==> src/rtl/mem_arb.sv <==
// Round-robin arbiter that shares the DDR controller command port among PORTS burst clients.
// Optional MEMARB_PRIO0_EN: port 0 wins every arbitration it takes part in; the other ports rotate among themselves.
module mem_arb #(
    parameter int PORTS = 2,
    parameter int AW    = 23,
    parameter int DW    = 32,
    parameter int LW    = 2
) (
    input  logic                clk,
    input  logic                rstn,
    input  logic [PORTS-1:0]    preq,
    input  logic [PORTS-1:0]    pwr,
    input  logic [AW*PORTS-1:0] paddr,
    input  logic [LW*PORTS-1:0] plen,
    input  logic [DW*PORTS-1:0] pwdata,
    output logic [PORTS-1:0]    pack,
    output logic [PORTS-1:0]    pready,
    output logic                mreq,
    output logic                mwr,
    output logic [AW-1:0]       maddr,
    output logic [LW-1:0]       mlen,
    output logic [DW-1:0]       mwdata,
    input  logic                mack,
    input  logic                mready,
    output logic [2:0]          owner,
    output logic                busy
);

    localparam int OW = (PORTS > 1) ? $clog2(PORTS) : 1;

    typedef enum logic [1:0] {
        S_IDLE  = 2'd0,
        S_GRANT = 2'd1,
        S_DATA  = 2'd2
    } state_t;

    state_t        state, state_nx;
    logic [OW-1:0] own_q, own_nx;
    logic [OW-1:0] rr_q, rr_nx;
    logic [LW-1:0] cnt_q, cnt_nx;
    logic [OW-1:0] sel_idx;
    logic [OW-1:0] cand;
    logic          sel_valid;

    logic [AW-1:0] addr_a  [PORTS];
    logic [LW-1:0] len_a   [PORTS];
    logic [DW-1:0] wdata_a [PORTS];

    for (genvar i = 0; i < PORTS; i++) begin : g_unpack
        assign addr_a[i]  = paddr[AW*i +: AW];
        assign len_a[i]   = plen[LW*i +: LW];
        assign wdata_a[i] = pwdata[DW*i +: DW];
    end

    // Scan from the port after the pointer; descending k lets the nearest requester win.
    always_comb begin
        sel_valid = 1'b0;
        sel_idx   = '0;
        cand      = '0;
        for (int k = PORTS; k >= 1; k--) begin
            cand = OW'((int'(rr_q) + k) % PORTS);
            if (preq[cand]) begin
                sel_valid = 1'b1;
                sel_idx   = cand;
            end
        end
`ifdef MEMARB_PRIO0_EN
        if (preq[0]) begin
            sel_valid = 1'b1;
            sel_idx   = '0;
        end
`endif
    end

    always_ff @(posedge clk or negedge rstn) begin
        if (!rstn) begin
            state <= S_IDLE;
            own_q <= '0;
            rr_q  <= OW'(PORTS - 1);
            cnt_q <= '0;
        end else begin
            state <= state_nx;
            own_q <= own_nx;
            rr_q  <= rr_nx;
            cnt_q <= cnt_nx;
        end
    end

    always_comb begin
        state_nx = state;
        own_nx   = own_q;
        rr_nx    = rr_q;
        cnt_nx   = cnt_q;
        mreq     = 1'b0;
        pack     = '0;
        pready   = '0;
        case (state)
            S_IDLE: begin
                if (sel_valid) begin
                    own_nx   = sel_idx;
                    cnt_nx   = len_a[sel_idx];
                    state_nx = S_GRANT;
                end
            end
            S_GRANT: begin
                mreq = 1'b1;
                if (mack) begin
                    pack[own_q] = 1'b1;
                    state_nx    = S_DATA;
                end
            end
            S_DATA: begin
                if (mready) begin
                    pready[own_q] = 1'b1;
                    if (cnt_q == '0) begin
                        state_nx = S_IDLE;
`ifdef MEMARB_PRIO0_EN
                        // Port 0 grants must not disturb the rotation among the others.
                        if (own_q != '0) rr_nx = own_q;
`else
                        rr_nx = own_q;
`endif
                    end else begin
                        cnt_nx = cnt_q - 1'b1;
                    end
                end
            end
            default: state_nx = S_IDLE;
        endcase
    end

    assign mwr    = pwr[own_q];
    assign maddr  = addr_a[own_q];
    assign mlen   = len_a[own_q];
    assign mwdata = wdata_a[own_q];
    assign owner  = 3'(own_q);
    assign busy   = (state != S_IDLE);

endmodule
==> config.mk <==
export PLATFORM = sky130hd
export DESIGN_NAME = mem_arb
export DESIGN_NICKNAME = d
export VERILOG_FILES = /design/src/rtl/mem_arb.sv
export SDC_FILE = /design/constraint.sdc
export NUM_CORES = 1
export LEC_CHECK = 0
export CAP_MARGIN = 20
export CORE_MARGIN = 4
export CORE_UTILIZATION = 22
export DETAILED_ROUTE_END_ITERATION = 10
export PLACE_DENSITY = 0.8
export SLEW_MARGIN = 40
export SYNTH_ARGS = -nofsm -noshare
export SYNTH_HDL_FRONTEND = slang
export SYNTH_SLANG_ARGS = --single-unit
==> constraint.sdc <==
create_clock -name clk -period 1.8 [get_ports clk]
set_clock_uncertainty 0.1 [all_clocks]
set_input_delay 0.36 -clock clk [delete_from_list [all_inputs] [get_ports clk]]
set_output_delay 0.36 -clock clk [all_outputs]
set_load 0.005 [all_outputs]
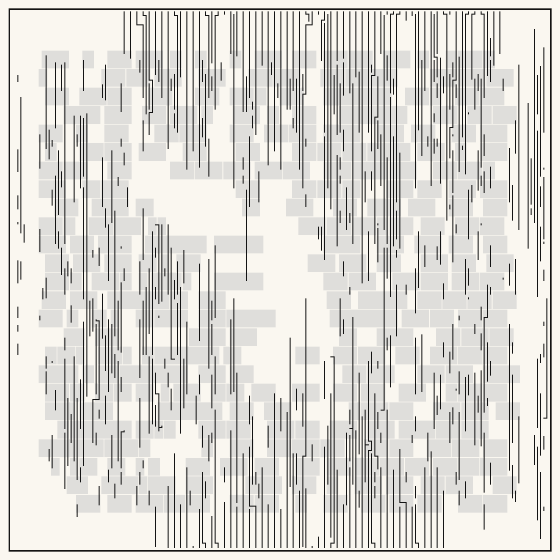
Figure 1: run 1, the metal 2 layer.
Cells faint in the background.
longest straight run: 41.5 um
wire length on this layer: 3710 um
main direction: vertical
nets with wire on the layer: 421

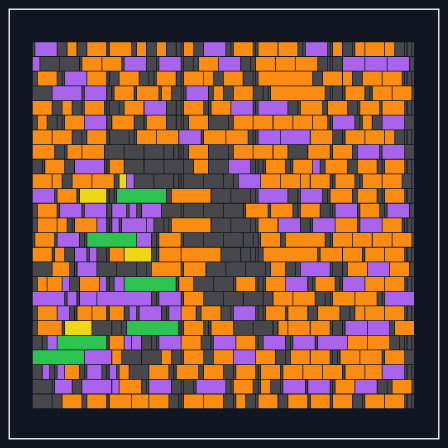
Figure 2: run 1, cell classes on the final placement.
Fill, decap, tap and diode cells in gray.
legend:
  purple:
    class: all other logic
    cells: 95
    share_of_their_area: 29%
  green:
    class: flip-flops
    cells: 6
    share_of_their_area: 4.6%
  yellow:
    class: clock drivers and dummy loads
    cells: 4
    share_of_their_area: 1.4%
  orange:
    class: other buffers and delay cells
    cells: 220
    share_of_their_area: 65%
Seq area share: 4.517%
final core utilization: 70.73%
std cell rows: 25
fin area: 0.003407 mm^2

==> run notes, run 1 <==
yosys + openroad results -> outcome=complete, but fails checks, failing checks=negative setup slack, leakage=1.509 nW, WP buf/inv=4, CTS tree=built, die area=around 0.0063 mm^2, # IOs=189, fin nets=449, Cell area leaders=mux2_2 (60%), dfrtp_1 (11%), buf_2 (3.1%), # H-tree levels=1, Worst R2R Setup Slack=0.33 ns, synth warn=0, Clock Latency Late Sink=0.23 ns, endpoints failing setup=53, unrepaired setup endpoints after global routing=true, Post-synth ARST share=100.0%, Final Hold Vio Count=0, Critical Path RT=1.34 ns, initial antenna violation count=0, Worst Hold Slack=0.2849 ns, Commonest Layout Cell=clkdlybuf4s50_1, vias in the first global route=1890, Slew Viols, Final=0, worst setup path start=own_q$_DFFE_PN0P_, layout cell share with drive strength beyond 1=around 50%, detailed-route vias per instance=4.469, top area contributor share=about three fifths, 1st-pass router iterations=4, Mapped Avg Cell Area=10.09 um^2, Post-Synthesis Cell Area=0.001120 mm^2, final worst setup slack=-0.1716 ns, Max clock buf depth=2, leading area contributor after synthesis=mux2_2, largest net degree at the start of global routing=15, post-synth cell types=25, DIE WIDTH=79.35 um, total grt overflow=0, Core Util at FP=23.25%, EDFF count, synth=0, period utilisation layout=109.5%, main flop type=dfrtp_1, TritonCTS Buffers=3, Post-CTS Hold Buffers=0, slowest cell on the critical path=dfrtp_2, Synth-to-Final Area Change=204.2%, Remaining DRCs=0, total power per unit cell area=1120 mW/mm^2, Final min period=1.972 ns, Yosys Instances=111, Hold Path Class=primary input to async pin, Top cells excl fill/tap=clkdlybuf4s50_1 (121), mux2_2 (50), buf_6 (35), worst r2r path cells=6, DP HPWL=5.167 mm, Non-Filler Instances=392, critical path class=register to output pin, total track usage=19.67%, Worst EP arrival=around 1.5 ns, I/O Buffers=186, CP endpoint kind=output pin, OpenROAD warnings=28, Synth Instances=~110, via count=between 1500 and 2000, synthesis area per yosys=0.001120 mm^2, DRT iter0 DRCs=18, r2r startpoint=cnt_q[0]$_DFFE_PN0P_, Max VDD drop=0.7597 mV, Die Y=between 70 and 80 um, Max Freq=0.5072 GHz, first-pass GRT wire length=9.694 mm, Seq cells post-synth=6, Core Area=0.004817 mm^2, Max Cap Viol=0, clock root cell=clkbuf_8, pre-CTS setup slack=-0.2172 ns, Critical Path Fanout Max=6, GPL Wtd Cong=0.7913, Avg WL per Cell=17.36 um, ANT nets after route=0, TritonCTS Sinks=6, crit-path cells=buf_12, buf_12, buf_16, mux2_2, buf_2, dpl cells=366, Worst R2R End=cnt_q[0]$_DFFE_PN0P_, Worst-path clk slew=roughly 0.040 ns, Antenna Cells=0, Seq share, synth=a little over an eighth, Crit path top cell by count=buf_12, Routed WL=6.804 mm, cell family with most CP delay=buffers and inverters, Critical path destination=mwdata[28], instance count on the critical path=5, Critical Path Start Type=register, overall power=roughly 3.8 mW, Crit path largest cell delay=0.45 ns
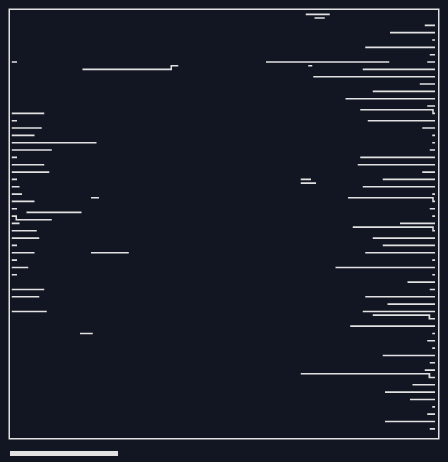
Figure 3: run 1, metal 3.
Scale bar: 20 um.
share of all routed wire: 8.4%
main direction: horizontal
nets with wire on the layer: 89
wire length on this layer: 573 um

-- run 1: per-stage QoR --
step	setup TNS (ns)	area, um^2
after floorplan	0	1124
after global placement	-7.940	3117
after detailed placement	-8.417	3117
after CTS	-6.611	3331
after global routing	-8.218	3407
final	-6.180	3407
-- run 1: layout make-up --
type	instances	area, um^2
tap	67	83.83
clock buffer	4	45.04
timing repair buffer	220	2170
inverter	4	15.01
sequential	6	153.9
multi-input combinational	91	939.7
fill	403	1410
-- run 1: cell usage after synthesis, types with 2 or more instances --
master	number
nor2_1	3
nand2_1	7
o21ai_0	4
buf_2	7
buf_4	3
mux2_2	60
inv_1	4
dfrtp_1	5
mux2i_1	2
-- run 1: registers in the layout (all words and copies together) (netlist names) --
signal and flops:
cnt_q 2, own_q 1, state 2, rr_q 1
-- run 1: where the power goes --
part	total [mW]	leakage, nW	switching [mW]	internal (mW)
logic	3.31	1.42	1.11	2.20
registers	0.287	0.0690	0.0717	0.216
clock network	0.221	0.0228	0.0681	0.153
total	3.82	1.51	1.25	2.57
-- run 1: metal layers --
layer / vias to the layer above / wire, um / GRT usage, %
met3: 9 / 572 / 5.215
met1: 822 / 2437 / 20.52
met2: 96 / 3706 / 38.55
li1: 825 / - / -
met4: 0 / 87 / 4.639
met5: - / 0 / 0
-- run 1: what timing repair did --
action	4_1_cts	5_1_grt
buffers inserted	18	2
endpoints found under the setup margin	65	62
gates resized	250	30
pin swaps	0	0
cloned	5	0
-- run 1: kinds of logic (layout without fill, tap and decap cells) --
family / Yosys count / in the layout / synth area share (%)
adders and majority gates: 1 / 1 / 1.117
other: 1 / 2 / 0.3349
DFF: 6 / 6 / 13.52
and+or+nand+nor: 18 / 18 / 8.716
buffers and inverters: 15 / 228 / 7.485
muxes: 62 / 62 / 62.12
AOI/OAI and AO/OA: 8 / 8 / 6.705
Figure 4. Cell placement (run 1).
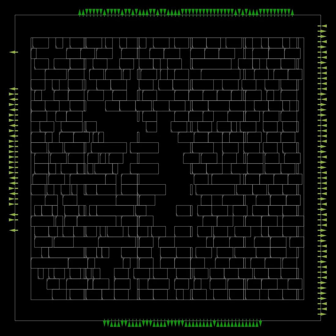

==> run 1 -> run 2 <==
--- a/config.mk
+++ b/config.mk
@@ -6,10 +6,13 @@
 export NUM_CORES = 1
 export LEC_CHECK = 0
 export CAP_MARGIN = 20
+export CORE_ASPECT_RATIO = 2
 export CORE_MARGIN = 4
 export CORE_UTILIZATION = 22
 export DETAILED_ROUTE_END_ITERATION = 10
 export PLACE_DENSITY = 0.8
+export RECOVER_POWER = 100
+export SETUP_SLACK_MARGIN = 0.15
 export SLEW_MARGIN = 40
 export SYNTH_ARGS = -nofsm -noshare
 export SYNTH_HDL_FRONTEND = slang
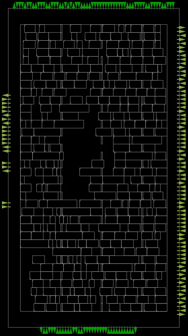
Figure 5: run 2, cell placement.
final core utilization: 70.49%
sequential cell count: 6
Non-Filler Instances: 387
Seq area share: 4.447%
std cell rows: 36

==> run notes, run 2 <==
yosys + openroad results -> outcome=complete, but fails checks, failing checks=negative setup slack, fillers=396 (-1.7%), ANT nets after route=0 (unchanged), met3 usage=4.502% (-0.71 points), first-pass GRT wire length=9.535 mm (-1.6%), top area contributor share=60.34% (unchanged), r2r startpoint=state[1]$_DFFE_PN0P_, total setup buffers inserted after CTS=14 (-4), Max Freq=0.5201 GHz (+2.5%), main flop type=dfrtp_1, total power per unit cell area=1183 mW/mm^2 (+5.6%), Post-synth ARST share=100.0% (unchanged), die area=0.006365 mm^2 (+1.1%), Worst-path clk slew=0.04 ns (about the same), Seq cells post-synth=6 (unchanged), endpoints failing setup=52 (-1.9%), Reg area=153.9 um^2 (unchanged), layout cell share with drive strength beyond 1=52.73% (+3.8 points), TritonCTS Sinks=6 (unchanged), via count=1756 (+0.23%), GRT Max-Usage Layer=met2, Critical Path Start Type=register, GPL Wtd Cong=0.6953 (-12%), Max VDD drop=0.7955 mV (+4.7%), CTS resizes=271 (+8.4%), cell family with most CP delay=buffers and inverters, Slew Viols, Final=0 (unchanged), clock root cell=clkbuf_8, leakage=1.542 nW (+2.1%), initial antenna violation count=0 (unchanged), met1 wire length=2.180 mm (-11%), WP buf/inv=4 (unchanged), Commonest Layout Cell=clkdlybuf4s50_1, vias in the first global route=1790 (-5.3%), Met2 Routed Length=4.145 mm (+12%), period utilisation layout=106.8% (-2.7 points), TritonCTS Buffers=3 (unchanged), fin nets=454 (+1.1%), Antenna Cells=0 (unchanged), DP HPWL=5.360 mm (+3.7%), Die Y=108.9 um (+37%), synth warn=0 (unchanged), worst r2r path cells=7 (+1), Final Hold Vio Count=0 (unchanged), DIE WIDTH=58.45 um (-26%), Cell area leaders=mux2_2 (60%), dfrtp_1 (11%), buf_2 (3.1%), total track usage=19.73% (+0.060 points), Critical Path Fanout Max=5 (-1), met3 routed WL=599 um (+4.7%), Avg WL per Cell=18.07 um (+4.1%), Comb area=934.6 um^2 (-0.53%), post-synth cell types=25 (unchanged), Crit path top cell by count=buf_6, Worst R2R Setup Slack=0.13 ns (-0.20 ns), slowest cell on the critical path=dfrtp_2, crit-path cells=buf_6, clkbuf_16, buf_6, mux2_4, buf_6, OpenROAD warnings=28 (unchanged), unrepaired setup endpoints after global routing=true, dpl cells=355 (-3.0%), top sig layer=met4, CP endpoint kind=output pin, Hold Path Class=primary input to async pin, EDFF count, synth=0 (unchanged), Synth-to-Final Area Change=209.1%, Max Cap Viol=0 (unchanged), Critical Path RT=1.34 ns (about the same), Crit path largest cell delay=0.42 ns (-0.03 ns), Post-Synthesis Cell Area=0.001120 mm^2 (unchanged), Seq share, synth=13.52% (unchanged), Core Area=0.004910 mm^2 (+1.9%), total grt overflow=0 (unchanged), final worst setup slack=-0.1227 ns (+0.04891 ns), leading registers by flop count=cnt_q (2), state (2), CTS tree=built, DRT iter0 DRCs=71 (+53), 1st-pass router iterations=4 (unchanged), Clock Latency Late Sink=0.23 ns (about the same), Max clock buf depth=2 (unchanged), detailed-route vias per instance=4.537 (+1.5%), Final TNS setup=-3.906 ns (+2.274 ns), I/O Buffers=186 (unchanged), leading area contributor after synthesis=mux2_2, Synth Instances=111 (unchanged), Post-synth top cells=mux2_2 (60), buf_2 (7), nand2_1 (7), pre-CTS setup slack=-0.2397 ns (-0.02253 ns), GRT met1 Usage=18.10% (-2.4 points), Yosys Instances=111 (unchanged), largest net degree at the start of global routing=13 (-2), Worst R2R End=cnt_q[0]$_DFFE_PN0P_, Worst EP arrival=1.46 ns (-0.05 ns), Mapped Avg Cell Area=10.09 um^2 (unchanged), synthesis area per yosys=0.001120 mm^2 (unchanged), Routed WL=6.994 mm (+2.8%), # H-tree levels=1 (unchanged), # IOs=189 (unchanged), Final min period=1.923 ns (-0.04891 ns), Remaining DRCs=0 (unchanged), Post-CTS Hold Buffers=0 (unchanged), Core Util at FP=22.81% (-0.44 points), critical path class=register to output pin, Top cells excl fill/tap=clkdlybuf4s50_1 (118), mux2_2 (52), buf_6 (37), Yosys top cell by instances=mux2_2, met2 usage=41.52% (+3.0 points)
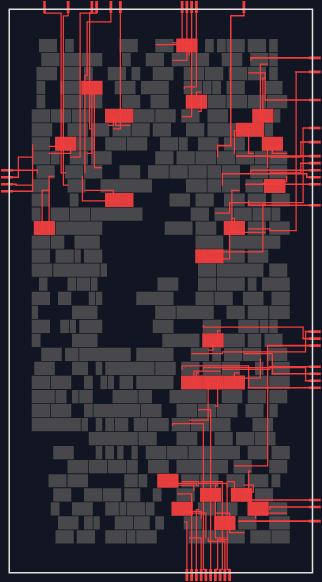
Figure 6: run 2, nets reached from selected ports.
legend:
  red:
    port: paddr
    bits: 46
    direction: input
    edge: 21 right, 11 top, 10 bottom, 4 left
    end_cells: 23
    buffers: 46
    wire: 1210 um

==> run 2: cell types whose count changed in the layout (fill, tap and decap cells not counted), moves of 3 or more <==
cell / delta
clkbuf_2: +10
clkbuf_1: +3
clkdlybuf4s50_1: -3
clkdlybuf4s15_1: -10
==> run 2: worst max path at each step <==
stage,from,to,slack [ns],depth (start not counted)
after floorplan,own_q$_DFFE_PN0P_,maddr[0],0.27,3
after global placement,mack,pack[0],-0.21,4
after detailed placement,mack,pack[0],-0.24,4
after CTS,own_q$_DFFE_PN0P_,maddr[0],-0.16,4
after global routing,own_q$_DFFE_PN0P_,maddr[1],-0.16,5
final,own_q$_DFFE_PN0P_,mwdata[15],-0.12,5
==> run 2: cell families (layout without fill, tap and decap cells) <==
kind of cell / Yosys count / count (layout) / synth area share, %
other: 1 / 2 / 0.3349
and+or+nand+nor: 18 / 18 / 8.716
muxes: 62 / 62 / 62.12
buffers and inverters: 15 / 233 / 7.485
DFF: 6 / 6 / 13.52
adders and majority gates: 1 / 1 / 1.117
AOI/OAI and AO/OA: 8 / 8 / 6.705
==> run 2: through the flow <==
stage / power (mW) / area, um^2 / hold slack, ns
floorplan: 1.456 / 1124 / -0.03559
global placement: 2.914 / 3109 / 0.3641
detailed placement: 2.959 / 3109 / 0.3809
CTS: 3.824 / 3346 / 0.2961
global route: 4.332 / 3461 / 0.3787
finish: 4.094 / 3461 / 0.3570
==> run 2: final cells by class <==
cell class	instances	share of cell area, %
multi-input combinational	91	27.01
tap	57	2.061
timing repair buffer	225	64.75
clock buffer	4	1.302
inverter	4	0.4338
sequential	6	4.447
==> run 2: report_power, final <==
part / total (mW) / internal (mW) / switching [mW]
sequential: 0.260 / 0.215 / 0.0454
combinational: 3.61 / 2.41 / 1.20
clock: 0.219 / 0.153 / 0.0658
Power is estimated from default activity; no workload was simulated.
